Fig. 1: run 1, the metal 3 layer
The bar under the picture is 50 microns long.
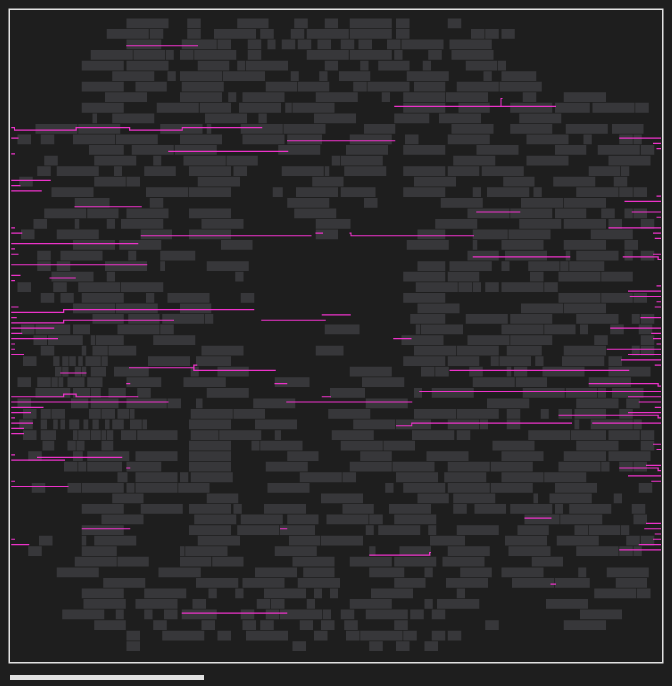
Fig. 2: run 1, signal wires by layer
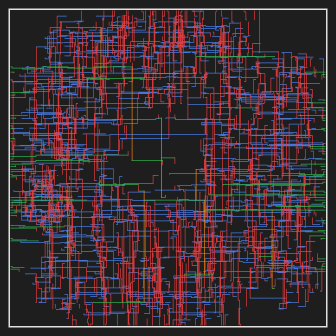
Fig. 3: run 1, routed clock nets over the placement
The bar under the picture is 50 microns long.
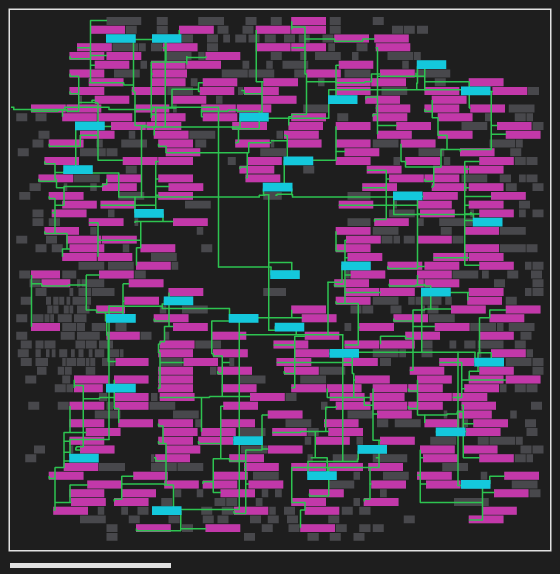
## src/rtl/alu_wb_buffer.sv

```systemverilog
// alu_wb_buffer: small FIFO that decouples ALU results from the writeback port.
// Each entry holds the scoreboard ID, the 64-bit result and the branch outcome.
// Occupancy is tracked by a dedicated counter, so full and empty are never
// inferred from pointer equality. Both pointers wrap modulo DEPTH.
module alu_wb_buffer #(
    parameter int DEPTH         = 4,
    parameter int TRANS_ID_BITS = 3
) (
    input  logic                       clk_i,
    input  logic                       rst_ni,
    input  logic                       flush_i,
    input  logic                       alu_valid_i,
    output logic                       alu_ready_o,
    input  logic [TRANS_ID_BITS-1:0]   trans_id_i,
    input  logic [63:0]                result_i,
    input  logic                       branch_res_i,
    output logic                       wb_valid_o,
    input  logic                       wb_ready_i,
    output logic [TRANS_ID_BITS-1:0]   wb_trans_id_o,
    output logic [63:0]                wb_result_o,
    output logic                       wb_branch_res_o,
    output logic [$clog2(DEPTH+1)-1:0] count_o
);

    localparam int PTR_W = $clog2(DEPTH);
    localparam int CNT_W = $clog2(DEPTH+1);
    localparam logic [CNT_W-1:0] FULL_CNT = CNT_W'(DEPTH);

    typedef struct packed {
        logic [TRANS_ID_BITS-1:0] trans_id;
        logic [63:0]              result;
        logic                     branch_res;
    } entry_t;

    entry_t             mem [DEPTH];
    logic [PTR_W-1:0]   wr_ptr;
    logic [PTR_W-1:0]   rd_ptr;
    logic [CNT_W-1:0]   count;
    logic               push;
    logic               pop;
    entry_t             head;

    // Handshakes depend only on registered occupancy; flush cancels both sides.
    assign alu_ready_o = (count != FULL_CNT);
    assign wb_valid_o  = (count != '0);
    assign push        = alu_valid_i && alu_ready_o && !flush_i;
    assign pop         = wb_valid_o && wb_ready_i && !flush_i;
    assign count_o     = count;

    // Pointer and occupancy update; flush and reset both return to empty.
    always_ff @(posedge clk_i or negedge rst_ni) begin
        if (!rst_ni) begin
            wr_ptr <= '0;
            rd_ptr <= '0;
            count  <= '0;
        end else if (flush_i) begin
            wr_ptr <= '0;
            rd_ptr <= '0;
            count  <= '0;
        end else begin
            if (push) wr_ptr <= wr_ptr + PTR_W'(1);
            if (pop)  rd_ptr <= rd_ptr + PTR_W'(1);
            case ({push, pop})
                2'b10:   count <= count + CNT_W'(1);
                2'b01:   count <= count - CNT_W'(1);
                default: count <= count;
            endcase
        end
    end

    // Entry storage; contents are only observable while counted as valid.
    always_ff @(posedge clk_i) begin
        if (push) begin
            mem[wr_ptr] <= '{trans_id: trans_id_i, result: result_i, branch_res: branch_res_i};
        end
    end

    // Head read from storage, forced to zero whenever the buffer is empty
    // (which includes the whole time reset is asserted).
    always_comb begin
        head = '0;
        if (wb_valid_o) head = mem[rd_ptr];
    end

    assign wb_trans_id_o   = head.trans_id;
    assign wb_result_o     = head.result;
    assign wb_branch_res_o = head.branch_res;

endmodule

```

## config.mk

```make
export PLATFORM = sky130hd
export DESIGN_NAME = alu_wb_buffer
export DESIGN_NICKNAME = d
export VERILOG_FILES = /design/src/rtl/alu_wb_buffer.sv
export SDC_FILE = /design/constraint.sdc
export NUM_CORES = 1
export LEC_CHECK = 0
export CORE_MARGIN = 1.5
export CORE_UTILIZATION = 40
export CTS_CLUSTER_DIAMETER = 200
export DETAILED_ROUTE_END_ITERATION = 10
export SYNTH_ARGS = -nofsm -noshare
export SYNTH_HDL_FRONTEND = slang
export SYNTH_SLANG_ARGS = --single-unit
```

## constraint.sdc

```tcl
create_clock -name clk_i -period 4.9 [get_ports clk_i]
set_clock_uncertainty 0.2 [all_clocks]
set_input_delay 0.98 -clock clk_i [delete_from_list [all_inputs] [get_ports clk_i]]
set_output_delay 0.98 -clock clk_i [all_outputs]
set_load 0.02 [all_outputs]
```

==> run summary, run 1 <==
yosys + openroad results -> largest net degree at the start of global routing=70, Fmax achieved=238 MHz, critical path class=flop to output pin, Final nets=729, status=completed, EDFF count, synth=272, CTS clock-pin slew for the worst setup and hold paths=0.06 ns, Tap Cells=341, Worst Setup SP=rd_ptr[0], Critical Path, Cell by Cell=buf_4, mux4_2, and2_1, clkdlybuf4s50_1, Leakage=4.31 nW, most numerous logic cells after layout=edfxtp_1 (272), clkdlybuf4s50_1 (145), mux4_2 (68), and2_1 (68), clkbuf_16 (30), drc violations=0, xor/xnor share=0.00241, synth-to-layout area growth=25.6%, WL per Instance=20.6 microns, DR top layer=met4, MaxCap Viol Count=0, reported combinational group power=0.00150 W, met3 Track Usage GR=0.0357, most area-hungry cell type in the Yosys netlist=edfxtp_1, Async SR Flop Fraction=0.0251, top cell category=flip-flops and latches, cells on worst reg2reg path=6, Clock Tree Buf Depth=3, inverter count=5, Syn Area/Cell=21.9 sq um, Final min period=4.21 ns, Final Hold Viols=0, Comb/total area=0.170, All-Layer GR Usage=0.152, Simple-Gate Area Share=0.0495, switch share=0.260, power per cell area=475 nW/um^2, Non-Filler Instances=1015, reg2reg setup slack=2.44 ns, die height=168 microns, WHS Endpoint=wr_ptr[0], Worst Hold Class=flop to flop, met2 WL=10600 microns, critical path's top delay family=buffers and inverters, sequential power share=0.431, Post-Route WL=20900 microns, Post-Synth AOI/OAI Area=0.0116, flip-flops=279, Hold Path Stages=2, post-DP HPWL=11800 microns
Back to the opening pictures, Fig. 1:
- longest straight run: 62.0 microns
- wire length on this layer: 1320 microns
- main direction: horizontal
- share of all routed wire: 6.3%

Back to the opening pictures, Fig. 2:
- blue: M1 (wire length 8670 microns)
- green: M3 (wire length 1320 microns)
- red: M2 (wire length 10600 microns)
- orange: M4 (wire length 339 microns)

Back to the opening pictures, Fig. 3:
- magenta: flip-flops (count 279)
- cyan: clock-net drivers (count 30)
- green: clock wires (length 3270 microns)
- flops lie: all over the die

run 1: stage by stage:
stage	util	cell area [sq um]	power, W	setup WS [ns]
6_report	0.510	13700	0.00649	0.692
5_1_grt	0.510	13700	0.00677	0.500
4_1_cts	0.510	13700	0.00660	0.570
3_5_place_dp	0.474	12700	0.00438	1.19
3_3_place_gp	0.474	12700	0.00437	1.19
2_1_floorplan	-	10900	0.00377	1.21
run 1: tightest hold or removal path, delay by kind of cell, from the launching register on:
kind,cells,cell delay (ns)
flops,1,0.41
compound gates,2,0.15
run 1: registers in the layout, summed over array words and instances (netlist names):
name,cells
wr_ptr,2
count_o,3
rd_ptr,2
mem,272
==> run 2: changes to the inputs <==
--- a/config.mk
+++ b/config.mk
@@ -5,9 +5,9 @@
 export SDC_FILE = /design/constraint.sdc
 export NUM_CORES = 1
 export LEC_CHECK = 0
-export CORE_MARGIN = 1.5
+export CORE_MARGIN = 2
 export CORE_UTILIZATION = 40
-export CTS_CLUSTER_DIAMETER = 200
+export CTS_CLUSTER_DIAMETER = 60
 export DETAILED_ROUTE_END_ITERATION = 10
 export SYNTH_ARGS = -nofsm -noshare
 export SYNTH_HDL_FRONTEND = slang
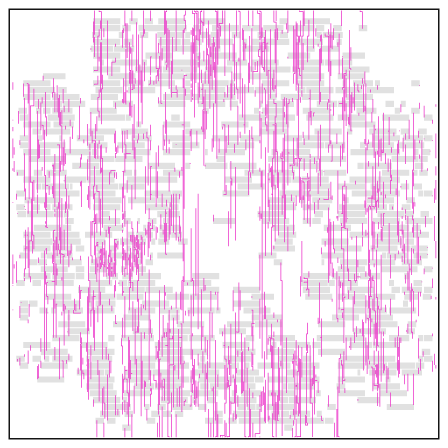
Fig. 4. Met2 routing (run 2).
- longest straight run: 74.1 microns
- share of all routed wire: 49%
- wire length on this layer: 10600 microns

==> run 2 against run 1 <==
  * Sequential power barely moved
  * First-iteration DRC count rose by 14%
  * Synthesized cell count did not move
  * Clock power fell by 4%
  * Hold slack got worse by 0.0095 ns
  * Critical path type unchanged
  * Largest power group unchanged
==> run summary, run 2 <==
yosys + openroad results -> sequential power share=0.438, critical path class=flop to output pin, most area-hungry cell type in the Yosys netlist=edfxtp_1, CTS clock-pin slew for the worst setup and hold paths=0.06 ns, cells on worst reg2reg path=4, synth unique cells=37, critical path's top delay family=buffers and inverters, Levels on crit path=4, flip-flops=279, MaxCap Viol Count=0, Tap Cells=341, reg2reg setup slack=2.33 ns, most numerous logic cells after layout=edfxtp_1 (272), clkdlybuf4s50_1 (145), mux4_2 (68), and2_1 (68), clkbuf_16 (31), Clock Tree Buf Depth=3, Final nets=730, Async SR Flop Fraction=0.0251, WHS Endpoint=wr_ptr[0], drc violations=0, max reg flops=272, Final Hold Viols=0, I/O pin count=146, die height=169 microns, total power=0.00642 W, status=completed, worst setup margin=0.692 ns, top cell category=flip-flops and latches, Critical Path, Cell by Cell=buf_4, mux4_2, and2_1, clkdlybuf4s50_1, largest net degree at the start of global routing=70, power per cell area=471 nW/um^2, Non-Filler Instances=1015, Worst Setup SP=rd_ptr[0], Final min period=4.21 ns, WL per Instance=21.2 microns, Leakage=4.30 nW, post-DP HPWL=12100 microns, pre-CTS setup slack=1.12 ns, post-CTS setup buffer count=0, Worst Hold Class=flop to flop, Fmax achieved=238 MHz, All-Layer GR Usage=0.153, synth-to-layout area growth=25.1%, Comb/total area=0.171, switch share=0.261, Syn Area/Cell=21.9 sq um, DR vias=5237, Post-Route WL=21500 microns, 1st-iter DRT viols=355
## run 2: per-stage QoR
stage | hold WS, ns | utilization | instance area [sq um]
floorplan | 0.357 | - | 10900
detailed placement | 0.389 | 0.472 | 12700
global route | 0.457 | 0.507 | 13600
CTS | 0.397 | 0.507 | 13600
global placement | 0.373 | 0.472 | 12700
finish | 0.395 | 0.507 | 13600
## run 2: routing by layer
layer	vias up	track usage	share of wire
met5	-	0	0
met2	150	0.259	0.49
li1	2326	-	-
met3	31	0.0334	0.055
met1	2730	0.205	0.43
met4	0	0.0357	0.020
## run 2: logic make-up after synthesis
family	after synthesis	share of synthesized area
DFF	279	0.766
and+or+nand+nor	89	0.0495
muxes	69	0.142
buffers and inverters	35	0.0221
AOI/OAI and AO/OA	17	0.0116
adders and majority gates	5	0.00644
xor gates and xnor gates	3	0.00241
Power is estimated from default activity; no workload was simulated.
